==> run_1/density.png <==
Scale: 2 px per µm. The die is cut into 21 by 21 equal tiles; white is low, dark blue is high, 0 to 100% covered.
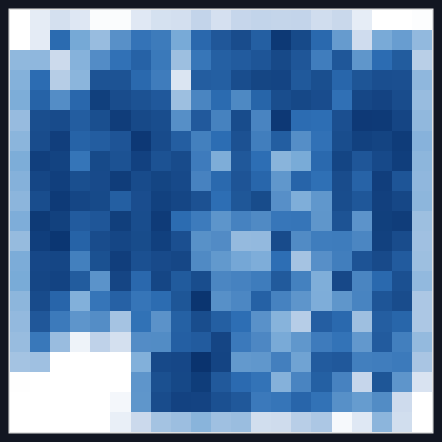
==> run_1/met1.png <==
Scale: 1 px per µm. Supply wires on this layer in grey.
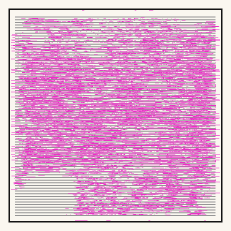
==> run_1/final_clocks.png <==
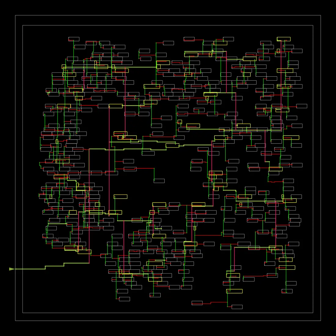
==> run_1/clock_map.png <==
Scale: 2 px per µm.
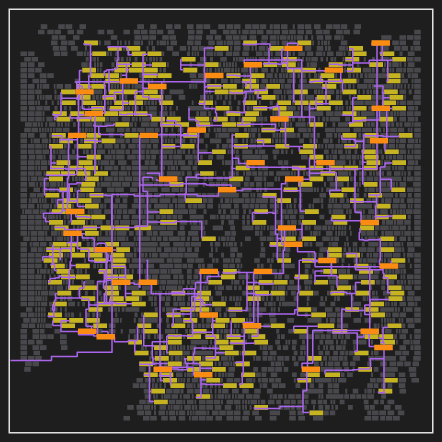
--- src/rtl/ising_pkg.sv ---
// ising_pkg -- shared definitions for the Ising spin readout block.
//   SPIN_W     : default spin vector width from the array
//   WORD_W     : default output stream word width
//   NUM_WORDS  : number of stream words needed to carry SPIN_W bits
//   state_t    : readout FSM states
//   num_words(): ceil(spin_w / word_w)
package ising_pkg;

  localparam int SPIN_W = 350;
  localparam int WORD_W = 32;

  function automatic int num_words(input int spin_w, input int word_w);
    return (spin_w + word_w - 1) / word_w;
  endfunction

  localparam int NUM_WORDS = num_words(SPIN_W, WORD_W);

  typedef enum logic [2:0] {
    ST_IDLE    = 3'd0,
    ST_ANNEAL  = 3'd1,
    ST_SAMPLE  = 3'd2,
    ST_CAPTURE = 3'd3,
    ST_STREAM  = 3'd4
  } state_t;

endpackage

--- src/rtl/ising_spin_serializer.sv ---
// ising_spin_serializer -- spin buffer plus word-stream serializer.
// Captures the spin vector on a one-cycle capture strobe, then presents it
// as ceil(SPIN_W/WORD_W) words (zero-padded above SPIN_W) on a valid/ready
// stream. Optional macro ISING_READOUT_POPCOUNT_EN appends one extra word
// carrying the popcount of the captured bits.
// Ports:
//   clk, rst      : clock, synchronous active-high reset
//   capture       : load spin_in into the buffer and start the stream
//   spin_in       : spin vector from the array
//   dout_ready    : downstream ready
//   dout          : current stream word (zero while not valid)
//   dout_valid    : stream word valid
//   dout_last     : current word is the final one
//   last_xfer     : final word is being transferred this cycle
module ising_spin_serializer
  import ising_pkg::*;
#(
  parameter int SPIN_W = ising_pkg::SPIN_W,
  parameter int WORD_W = ising_pkg::WORD_W
) (
  input  logic              clk,
  input  logic              rst,
  input  logic              capture,
  input  logic [SPIN_W-1:0] spin_in,
  input  logic              dout_ready,
  output logic [WORD_W-1:0] dout,
  output logic              dout_valid,
  output logic              dout_last,
  output logic              last_xfer
);

  localparam int NUM_WORDS = num_words(SPIN_W, WORD_W);
`ifdef ISING_READOUT_POPCOUNT_EN
  localparam int TOTAL_WORDS = NUM_WORDS + 1;
`else
  localparam int TOTAL_WORDS = NUM_WORDS;
`endif
  localparam int IDX_W = $clog2(TOTAL_WORDS + 1);
  localparam logic [IDX_W-1:0] LAST_IDX = IDX_W'(TOTAL_WORDS - 1);
  localparam int PAD_W = NUM_WORDS * WORD_W;

  logic [SPIN_W-1:0] spin_buf;
  logic [IDX_W-1:0]  idx;
  logic              valid_q;
  logic [PAD_W-1:0]  padded;
  logic [WORD_W-1:0] word;

  always_ff @(posedge clk) begin
    if (rst) begin
      spin_buf <= '0;
      idx      <= '0;
      valid_q  <= 1'b0;
    end else if (capture) begin
      spin_buf <= spin_in;
      idx      <= '0;
      valid_q  <= 1'b1;
    end else if (valid_q && dout_ready) begin
      if (idx == LAST_IDX) begin
        valid_q <= 1'b0;
        idx     <= '0;
      end else begin
        idx <= idx + 1'b1;
      end
    end
  end

  always_comb begin
    padded               = '0;
    padded[SPIN_W-1:0]   = spin_buf;
  end

`ifdef ISING_READOUT_POPCOUNT_EN
  logic [WORD_W-1:0] popcount;

  always_comb begin
    popcount = '0;
    for (int unsigned i = 0; i < SPIN_W; i++) begin
      popcount = popcount + WORD_W'(spin_buf[i]);
    end
  end
`endif

  // Compare-select mux keeps the word index in range for the popcount slot.
  always_comb begin
    word = '0;
    for (int unsigned k = 0; k < NUM_WORDS; k++) begin
      if (idx == IDX_W'(k)) word = padded[k*WORD_W +: WORD_W];
    end
`ifdef ISING_READOUT_POPCOUNT_EN
    if (idx == IDX_W'(NUM_WORDS)) word = popcount;
`endif
  end

  assign dout       = valid_q ? word : '0;
  assign dout_valid = valid_q;
  assign dout_last  = valid_q && (idx == LAST_IDX);
  assign last_xfer  = dout_last && dout_ready;

endmodule

--- src/rtl/ising_spin_readout.sv ---
// ising_spin_readout -- anneal / sample / capture / stream controller for an
// oscillator-based Ising array. Optional macro ISING_READOUT_POPCOUNT_EN adds
// a trailing popcount word to the stream.
// Ports:
//   CLK, RST        : clock, synchronous active-high reset
//   START           : one-cycle run request (accepted in IDLE only)
//   ANNEAL_CYCLES   : oscillator-enable duration, latched on accepted START
//   ROSC_GLOBAL_EN  : array oscillator enable (ANNEAL and SAMPLE)
//   SAMPLE          : registered spin-sample strobe, SAMPLE_HOLD cycles
//   SPIN_OUT        : spin vector from the array
//   DOUT/DOUT_VALID/DOUT_READY/DOUT_LAST : output word stream
//   BUSY            : high outside IDLE
//   DONE            : high in the cycle the final word is transferred
module ising_spin_readout
  import ising_pkg::*;
#(
  parameter int SPIN_W      = ising_pkg::SPIN_W,
  parameter int WORD_W      = ising_pkg::WORD_W,
  parameter int SAMPLE_HOLD = 4
) (
  input  logic              CLK,
  input  logic              RST,
  input  logic              START,
  input  logic [15:0]       ANNEAL_CYCLES,
  output logic              ROSC_GLOBAL_EN,
  output logic              SAMPLE,
  input  logic [SPIN_W-1:0] SPIN_OUT,
  output logic [WORD_W-1:0] DOUT,
  output logic              DOUT_VALID,
  input  logic              DOUT_READY,
  output logic              DOUT_LAST,
  output logic              BUSY,
  output logic              DONE
);

  localparam logic [15:0] HOLD_CNT = 16'(SAMPLE_HOLD);

  state_t      state_q, state_d;
  logic [15:0] timer_q;
  logic        rosc_q, rosc_d;
  logic        sample_q, sample_d;
  logic        capture;
  logic        last_xfer;

  // State register; ROSC/SAMPLE are registered from the next state so they
  // line up exactly with the state they belong to and cannot glitch.
  always_ff @(posedge CLK) begin
    if (RST) begin
      state_q  <= ST_IDLE;
      rosc_q   <= 1'b0;
      sample_q <= 1'b0;
    end else begin
      state_q  <= state_d;
      rosc_q   <= rosc_d;
      sample_q <= sample_d;
    end
  end

  // Shared down-counter: anneal length, then sample hold length.
  always_ff @(posedge CLK) begin
    if (RST) begin
      timer_q <= '0;
    end else begin
      case (state_q)
        ST_IDLE:
          if (START) timer_q <= (ANNEAL_CYCLES == '0) ? 16'd1 : ANNEAL_CYCLES;
        ST_ANNEAL:
          timer_q <= (timer_q == 16'd1) ? HOLD_CNT : timer_q - 16'd1;
        ST_SAMPLE:
          timer_q <= timer_q - 16'd1;
        default:
          timer_q <= '0;
      endcase
    end
  end

  always_comb begin
    state_d = state_q;
    case (state_q)
      ST_IDLE:    if (START) state_d = ST_ANNEAL;
      ST_ANNEAL:  if (timer_q == 16'd1) state_d = ST_SAMPLE;
      ST_SAMPLE:  if (timer_q == 16'd1) state_d = ST_CAPTURE;
      ST_CAPTURE: state_d = ST_STREAM;
      ST_STREAM:  if (last_xfer) state_d = ST_IDLE;
      default:    state_d = ST_IDLE;
    endcase
  end

  always_comb begin
    rosc_d   = (state_d == ST_ANNEAL) || (state_d == ST_SAMPLE);
    sample_d = (state_d == ST_SAMPLE);
  end

  assign capture        = (state_q == ST_CAPTURE);
  assign ROSC_GLOBAL_EN = rosc_q;
  assign SAMPLE         = sample_q;
  assign BUSY           = (state_q != ST_IDLE);
  assign DONE           = last_xfer;

  ising_spin_serializer #(
    .SPIN_W (SPIN_W),
    .WORD_W (WORD_W)
  ) u_serializer (
    .clk        (CLK),
    .rst        (RST),
    .capture    (capture),
    .spin_in    (SPIN_OUT),
    .dout_ready (DOUT_READY),
    .dout       (DOUT),
    .dout_valid (DOUT_VALID),
    .dout_last  (DOUT_LAST),
    .last_xfer  (last_xfer)
  );

endmodule
--- config.mk ---
export PLATFORM = sky130hd
export DESIGN_NAME = ising_spin_readout
export DESIGN_NICKNAME = d
export VERILOG_FILES = /design/src/rtl/ising_pkg.sv /design/src/rtl/ising_spin_serializer.sv /design/src/rtl/ising_spin_readout.sv
export SDC_FILE = /design/constraint.sdc
export NUM_CORES = 1
export LEC_CHECK = 0
export ABC_AREA = 0
export CAP_MARGIN = 20
export CORE_MARGIN = 5
export CORE_UTILIZATION = 41
export DETAILED_ROUTE_END_ITERATION = 7
export HOLD_SLACK_MARGIN = 0.12
export MAX_ROUTING_LAYER = met4
export PLACE_DENSITY = 0.8
export SLEW_MARGIN = 25
export SYNTH_ARGS = -nofsm -noshare
export SYNTH_HDL_FRONTEND = slang
export SYNTH_SLANG_ARGS = --single-unit
--- constraint.sdc ---
create_clock -name CLK -period 2.05 [get_ports CLK]
set_clock_uncertainty 0.15 [all_clocks]
set_input_delay 0.205 -clock CLK [delete_from_list [all_inputs] [get_ports CLK]]
set_output_delay 0.205 -clock CLK [all_outputs]
set_load 0.01 [all_outputs]
==> qor.yml, run 1 <==
setup_path:
  critPathKind: "register to output pin"
  path_cells: "buf_4 > buf_6 > nor2b_4 > buf_6 > buf_6 > buf_6 > a22oi_2 > o22ai_2 > buf_6 > o21ai_4 > a211oi_2 > buf_2"
  cp-end-kind: "output pin"
  worstPathArrival_ps: 2700
  slowest_stage: "dfxtp_4"
  path_buffers: 7
  rr_worst_depth: 9
  cp.depth: 12
  worst-r2r-setup-slack_ps: -130
  cp-startpoint: "u_serializer.idx[1]"
  critPathMaxFanout: 6
  crit_end: "DOUT[27]"
  r2r_start: "u_serializer.idx[1]"
  startpoint_type: "register"
  critPathTopFamily: "buffers and inverters"
  cp.required_ps: 1690
  max_stage_delay_ps: 380
power_and_ir_drop:
  power_density_nw_per_um2: 600
  p_comb_mw: 2.00
  power_leakage_nw: 10.2
  switching_power_mw: 3.96
  p_int_mw: 13.5
  largestPowerGroup: "the clock network"
  combPwrFrac_pct: 11.5
  powerSeq_mw: 7.40
  ir_drop_v: 0.000508
  p_total_mw: 17.4
  swShare_pct: 22.7
  seq_power_share_pct: 42.4
clock_network:
  cts-root-buf: "clkbuf_16"
  numClockSinks: 376
  numCtsBuffers: 41
  ctsResizeCount: 460
  cts_setup_buffers: 65
  htreeDepth: 2
  cts_tree: "done"
  clkTransAtPathRegs_ps: 70
  postCtsHoldBufs: 258
  clockBufferDepth: 3
global_routing:
  use_met3_pct: 6.16
  grt_pass1_vias: 21000
  top_usage_layer: "met2"
  overflow: 0
  grt_pass1_wl_um: 121000
  antenna_found_initial: 5
  grt_max_degree: 79
  grt.met2_usage_pct: 58.3
cells_and_area:
  n_clock_buffer: 57
  clkCellAreaFrac_pct: 5.02
  mostFrequentLayoutCells: "nand2_1 (765), a21oi_1 (407), clkdlybuf4s50_1 (371)"
  seq_share_pct: 26.0
  antenna_cells: 8
  largest_class: "buffers"
  n_all_buffers: 979
  largestRegisters: "u_serializer.spin_buf: 350 flops, timer_q: 16 flops, u_serializer.idx: 4 flops"
  comb_area_share_pct: 32.6
  largest_reg_flops: 350
  nFillCells: 2727
  seq_area_um2: 7550
  fin_area_um2: 29100
  lay_top_count: "nand2_1"
  drive_gt1_share_pct: 20.9
  buf_share_pct: 33.9
  comb_cells: 1656
  area_growth_pct: 75.6
  finalNonFillerCells: 3635
  logic_area_um2: 9470
  inverters: 15
  top_register: "u_serializer.spin_buf"
timing:
  slew_headroom_pct: 57.6
  tns_ps: -27730
  grt_setup_unrepaired: "yes"
  setup_viol: 35
  finalCritPeriodShare_pct: 149
  fin_ws_ps: -1000
  fin_crit_ps: 3050
  drv_slew: 0
  hold_viol: 0
  fmax_mhz: 328
  whs_ps: 113
  worstMarginPinSlew_ps: 636
logic_synthesis:
  top_cells_by_count: "nand2_1 (771), a21oi_1 (431), dfxtp_1 (376)"
  netlist_area_um2: 16600
  topCellsByArea: "dfxtp_1 (45%), nand2_1 (17%), a21oi_1 (13%), clkbuf_1 (3.4%), o21ai_0 (3.0%)"
  yosys-stat-cells: 2241
  edf_count: 0
  fp_nets: 2613
  ys_ff: 376
  adder_share_pct: 0.151
  yosysUniqueCellTypes: 58
  ys_sh_aoi_pct: 26.2
  yosys_warnings: 0
  ys_sh_mux_pct: 1.73
  synth.avg_cell_area_um2: 7.39
  synth.logic.top_family: "AND-OR/OR-AND gates"
  async_flop_share_pct: 0
  most_common_cell: "nand2_1"
  top_cell_area_share_pct: 45.5
  xor_share_pct: 0.635
  yosysTopAreaCell: "dfxtp_1"
  simple_gate_share_pct: 20.7
  ys_seq_share_pct: 45.5
  synth_cells: 2241
floorplanning:
  rows: 73
  die_h_um: 211
  tap_cells: 525
  coreArea_um2: 39800
  io_pins: 408
  dieArea_um2: 44500
  die-width_um: 211
hold_path:
  hold_end: "u_serializer.spin_buf[26]"
  min-delay-start: "SPIN_OUT[26]"
  hold_path_class: "input port to register"
detailed_routing:
  routed-wl-met3_um: 8680
  viasPerCell: 5.87
  post-route-drc-count: 0
  drtAntennaViolNets: 0
  met1_length_um: 31100
  highest_layer: "met4"
  dr.pass1.iters: 6
  wl_met2_um: 39300
  drt_iter0_markers: 2999
job:
  maxCapViolations: 0
  tool_warnings: 29
placement:
  gp_congestion: 1.01
  port-buffer-count: 407
  placed_cell_area_um2: 22700
  dp_hpwl_um: 54400
  dp_cells: 3202
run_status:
  status: "complete, but fails checks"
  violations: "negative setup slack"
About density.png:
densest ninth of the die	west
mean over tiles	64%
fullest tile	99%
fp_density: 41.6%
final core occ: 73.0%

About met1.png:
wire length on this layer	31.1 mm
nets with wire on the layer	3174
share of all routed wire	37%
routed wire length: 84400 µm
M1 GR Usage: 42.3%
via count: 21300

About final_clocks.png:
power in the clock group: 8.05 mW
Worst-Skew Late Latency: 550 ps
Flop Count: 376

About clock_map.png:
[cells driving clock nets] orange | count: 41
[clock wires] purple | length: 4800 µm
[flip-flops] yellow | count: 376
flops lie	all over the die
clock power share: 46.1%

==> run_1/met3.png <==
Scale: 2 px per µm.
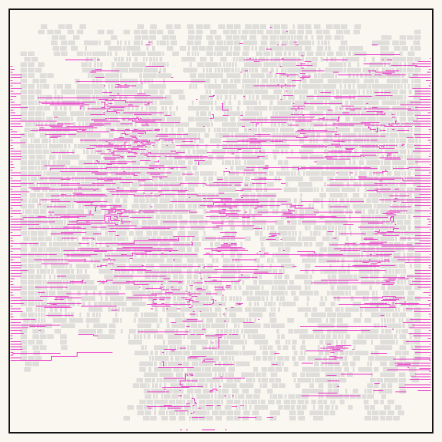

==> run 2: changes to the inputs <==
--- a/config.mk
+++ b/config.mk
@@ -12,8 +12,10 @@
 export DETAILED_ROUTE_END_ITERATION = 7
 export HOLD_SLACK_MARGIN = 0.12
 export MAX_ROUTING_LAYER = met4
-export PLACE_DENSITY = 0.8
+export PLACE_DENSITY = 0.79
+export SKIP_LAST_GASP = 1
 export SLEW_MARGIN = 25
 export SYNTH_ARGS = -nofsm -noshare
 export SYNTH_HDL_FRONTEND = slang
+export SYNTH_HIERARCHICAL = 1
 export SYNTH_SLANG_ARGS = --single-unit
==> run_2/met3.png <==
Scale: 2 px per µm.
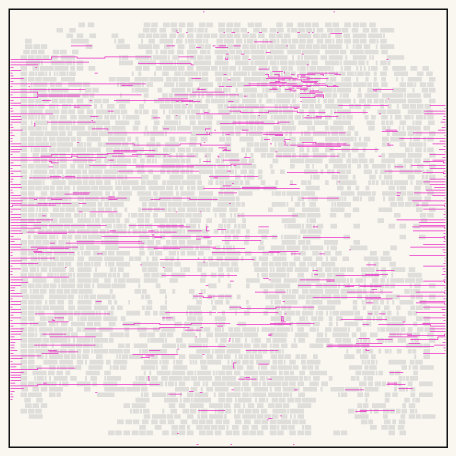
main direction	horizontal
nets with wire on the layer	436
share of all routed wire	7.1%
GR Util met3: 6.51%
routed wire length: 76700 µm

==> run_2/clock_map.png <==
Scale: 1.5 px per µm.
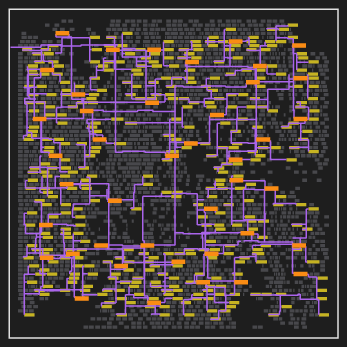
[cells driving clock nets] orange | count: 42
[flip-flops] yellow | count: 376
[clock wires] purple | length: 5170 µm
routed clock nets	43
flops lie	all over the die

==> run 2 against run 1 <==
  * The run ends with design-rule violations, negative setup slack left
  * Combinational power down 6%
  * Flip-flop count stayed put
  * First-iteration DRC count fell by 37%
  * Die area up 7.0%
  * Global-route usage is 4.3 points lower
  * Critical path depth shrank 2
  * Synthesized area rose by 7.4%
  * Non-clock buffer count is 104 lower
  * Design area fell by 1.1%
  * Final cell count shrank 9.2%
  * Sequential power is essentially flat
  * Register-to-register slack improved by 190 ps
  * Largest cell class is now logic gates
  * Highest routed layer unchanged
==> qor.yml, run 2 <==
logic_synthesis:
  yosys-stat-cells: 1921
  synth_cells: 1921
  yosysUniqueCellTypes: 70
  yosysTopAreaCell: "dfxtp_1"
  ys_sh_mux_pct: 22.7
  top_cell_area_share_pct: 42.3
  ys_seq_share_pct: 42.3
  async_flop_share_pct: 0
  fp_nets: 2293
  most_common_cell: "mux2i_1"
  netlist_area_um2: 17800
  top_cells_by_count: "mux2i_1 (392), nor2_1 (386), dfxtp_1 (376)"
  xor_share_pct: 0.690
  ys_sh_aoi_pct: 13.1
  synth.logic.top_family: "multiplexers"
  synth.avg_cell_area_um2: 9.25
  simple_gate_share_pct: 15.4
  edf_count: 0
clock_network:
  postCtsHoldBufs: 176
  insertion_delay_ps: 580
  numClockSinks: 376
  cts_setup_buffers: 13
  ctsResizeCount: 269
  cts-root-buf: "clkbuf_16"
  cts_tree: "done"
  clockBufferDepth: 3
  numCtsBuffers: 42
timing:
  setup_viol: 34
  drv_slew: 0
  worstMarginPinSlew_ps: 526
  fin_crit_ps: 2840
  fin_ws_ps: -787
  whs_ps: 105
  fmax_mhz: 352
cells_and_area:
  lay_top_count: "mux2i_1"
  top_register: "u_serializer/spin_buf"
  n_all_buffers: 875
  area_growth_pct: 61.7
  n_clock_buffer: 60
  logic_area_um2: 10200
  ff_count: 376
  fin_area_um2: 28700
  largest_reg_flops: 350
  finalNonFillerCells: 3301
  mostFrequentLayoutCells: "mux2i_1 (385), nor2_1 (382), clkdlybuf4s50_1 (370)"
  seq_share_pct: 26.3
  antenna_cells: 11
  inverters: 46
  largestRegisters: "u_serializer/spin_buf: 350 flops, timer_q: 16 flops, u_serializer/idx: 4 flops"
  fin_util_pct: 66.9
placement:
  dp_hpwl_um: 52900
  dp_cells: 2988
  gp_congestion: 0.919
  placed_cell_area_um2: 24000
  port-buffer-count: 407
global_routing:
  top_usage_layer: "met2"
  met1_usage_pct: 36.6
  grt.met2_usage_pct: 52.0
  grt_pass1_vias: 18800
  antenna_found_initial: 10
setup_path:
  r2r_start: "timer_q[6]"
  critPathKind: "register to output pin"
  worst-r2r-setup-slack_ps: 60
  rr_worst_depth: 6
  cp-startpoint: "u_serializer/idx[1]"
  slowest_stage: "dfxtp_4"
  critPathMaxFanout: 6
  max_stage_delay_ps: 390
  cp.depth: 10
  cp-end-kind: "output pin"
  cp.required_ps: 1690
  path_cells: "buf_8 > buf_4 > buf_6 > nor2b_4 > buf_6 > a2bb2oi_1 > o211a_1 > a211oi_2 > buf_4 > buf_4"
  critPathTopFamily: "buffers and inverters"
detailed_routing:
  highest_layer: "met4"
  drt_iter0_markers: 1882
  wl_met2_um: 37500
  post-route-drc-count: 5
  met1_length_um: 30300
  dr.pass1.iters: 8
  routed-wl-met3_um: 5450
power_and_ir_drop:
  seq_power_share_pct: 43.9
  ir_drop_v: 0.000547
  largestPowerGroup: "the clock network"
  p_total_mw: 16.9
  power_leakage_nw: 9.97
  power_density_nw_per_um2: 589
  combPwrFrac_pct: 11.1
  clockPowerShare_pct: 45.0
  p_comb_mw: 1.88
  p_clk_mw: 7.61
  switching_power_mw: 3.98
  p_int_mw: 12.9
  swShare_pct: 23.5
job:
  maxCapViolations: 0
  tool_warnings: 30
hold_path:
  hold_end: "u_serializer/spin_buf[266]"
  min-delay-start: "SPIN_OUT[266]"
floorplanning:
  dieArea_um2: 47600
  rows: 76
  coreArea_um2: 43000
  fp-utilization_pct: 41.4
  tap_cells: 585
run_status:
  violations: "design-rule violations, negative setup slack"
  status: "complete, but fails checks"
==> run_2/met1.png <==
Scale: 1 px per µm. Supply wires on this layer in grey.
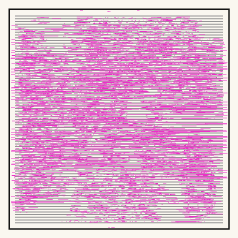

==> run 3: changes to the inputs <==
--- a/config.mk
+++ b/config.mk
@@ -7,7 +7,7 @@
 export LEC_CHECK = 0
 export ABC_AREA = 0
 export CAP_MARGIN = 20
-export CORE_MARGIN = 5
+export CORE_MARGIN = 2
 export CORE_UTILIZATION = 41
 export DETAILED_ROUTE_END_ITERATION = 7
 export HOLD_SLACK_MARGIN = 0.12
==> run_3/met1.png <==
Scale: 1 px per µm. Supply wires on this layer in grey.
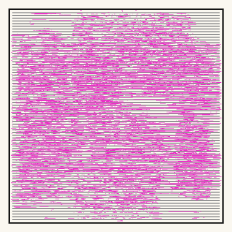
main direction	horizontal
nets with wire on the layer	2833
share of all routed wire	40%
routed wire length: 76800 µm
via count: 18300
M1 GR Usage: 40.4%

==> run_3/final_clocks.png <==
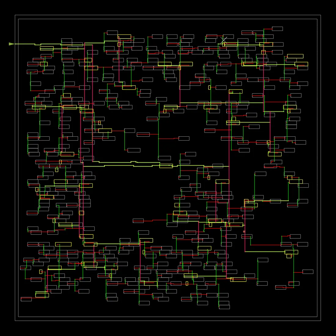
Worst-Skew Late Latency: 580 ps
Num CTS Buffers: 43
power in the clock group: 7.59 mW
Layout clock buffers: 57
CTS Sinks: 376

==> run 3 against run 2 <==
  * The run still ends with design-rule violations, negative setup slack left
  * Design area up 1.7%
  * Setup slack better by 28 ps
  * Wire length up 0.18%
  * Final cell count about the same
  * Synthesized cell count unchanged
  * Combinational power up 2%
  * First-iteration DRC count down 9.0%
  * Critical endpoint is now DOUT[13]
==> qor.yml, run 3 <==
run_status:
  status: "complete, but fails checks"
  violations: "design-rule violations, negative setup slack"
cells_and_area:
  buf_share_pct: 30.2
  largest_reg_flops: 350
  antenna_cells: 9
  seq_share_pct: 25.8
  fin_area_um2: 29200
  clkCellAreaFrac_pct: 4.71
  drive_gt1_share_pct: 23.2
  n_all_buffers: 870
  largestRegisters: "u_serializer/spin_buf: 350 flops, timer_q: 16 flops, u_serializer/idx: 4 flops"
  comb_cells: 1335
  largest_class: "logic gates"
  seq_area_um2: 7550
  inverters: 46
  fin_util_pct: 68.2
  top_register: "u_serializer/spin_buf"
  ff_count: 376
  finalNonFillerCells: 3300
  comb_area_share_pct: 36.1
  lay_top_count: "nor2_1"
  nFillCells: 3124
  area_growth_pct: 64.6
  mostFrequentLayoutCells: "nor2_1 (379), mux2i_1 (376), clkdlybuf4s50_1 (370)"
  logic_area_um2: 10600
setup_path:
  r2r_start: "timer_q[10]"
  cp.depth: 8
  crit_end: "DOUT[13]"
  slowest_stage: "dfxtp_4"
  worstPathArrival_ps: 2450
  critPathTopFamily: "buffers and inverters"
  cp-startpoint: "u_serializer/idx[1]"
  cp.required_ps: 1690
  rr_worst_depth: 4
  critPathMaxFanout: 6
  cp-end-kind: "output pin"
  critPathKind: "register to output pin"
  startpoint_type: "register"
  path_cells: "buf_12 > and4b_2 > buf_6 > buf_6 > and2_4 > a211oi_4 > a211oi_4 > buf_6"
  worst-r2r-setup-slack_ps: 60
  path_buffers: 4
  max_stage_delay_ps: 420
logic_synthesis:
  synth_cells: 1921
  ys_sh_mux_pct: 22.7
  yosysTopAreaCell: "dfxtp_1"
  async_flop_share_pct: 0
  yosys_warnings: 6
  top_cell_area_share_pct: 42.3
  synth.avg_cell_area_um2: 9.25
  ys_ff: 376
  synth.logic.top_family: "multiplexers"
  topCellsByArea: "dfxtp_1 (42%), mux2i_1 (22%), nor2_1 (8.2%), buf_2 (1.9%), nand2b_1 (1.8%)"
  most_common_cell: "mux2i_1"
  ys_seq_share_pct: 42.3
  edf_count: 0
  yosys-stat-area_um2: 17800
  yosys-stat-cells: 1921
  xor_share_pct: 0.690
  netlist_area_um2: 17800
  ys_sh_aoi_pct: 13.1
  top_cells_by_count: "mux2i_1 (392), nor2_1 (386), dfxtp_1 (376)"
  adder_share_pct: 0.141
  fp_nets: 2293
  simple_gate_share_pct: 15.4
  yosysUniqueCellTypes: 70
placement:
  dp_hpwl_um: 53700
  dp_cells: 3008
  port-buffer-count: 407
  placed_cell_area_um2: 24200
  gp_congestion: 0.986
power_and_ir_drop:
  ir_drop_v: 0.000733
  largestPowerGroup: "the clock network"
  swShare_pct: 23.9
  powerSeq_mw: 7.42
  p_comb_mw: 1.92
  seq_power_share_pct: 43.8
  p_int_mw: 12.9
  combPwrFrac_pct: 11.3
  power_leakage_nw: 10.2
  power_density_nw_per_um2: 579
  clockPowerShare_pct: 44.8
  switching_power_mw: 4.04
  p_total_mw: 16.9
global_routing:
  use_met3_pct: 5.57
  grt_pass1_vias: 18700
  top_usage_layer: "met2"
  grt_max_degree: 93
  overflow: 0
  grt.met2_usage_pct: 56.3
  grt_pass1_wl_um: 111000
  antenna_found_initial: 7
detailed_routing:
  dr.pass1.iters: 8
  viasPerCell: 5.55
  wl_met2_um: 36600
  highest_layer: "met4"
  post-route-drc-count: 2
  drtAntennaViolNets: 0
  routed-wl-met3_um: 5810
  met1_length_um: 30600
floorplanning:
  tap_cells: 585
  die_h_um: 212
  coreArea_um2: 42900
  die-width_um: 212
  rows: 76
  io_pins: 408
  dieArea_um2: 45000
clock_network:
  cts_setup_buffers: 34
  cts_tree: "done"
  htreeDepth: 2
  ctsResizeCount: 376
  clockBufferDepth: 3
  cts-root-buf: "clkbuf_16"
  postCtsHoldBufs: 148
  clkTransAtPathRegs_ps: 60
timing:
  worstMarginPinSlew_ps: 541
  whs_ps: 112
  fin_ws_ps: -759
  grt_setup_unrepaired: "yes"
  fmax_mhz: 356
  tns_ps: -22040
  drv_slew: 0
  hold_viol: 0
  setup_viol: 34
  finalCritPeriodShare_pct: 137
  fin_crit_ps: 2810
  slew_headroom_pct: 64.0
hold_path:
  hold_path_class: "input port to register"
  min-delay-start: "SPIN_OUT[188]"
  hold_end: "u_serializer/spin_buf[188]"
job:
  tool_warnings: 29
  maxCapViolations: 0
Power is estimated from default activity; no workload was simulated.
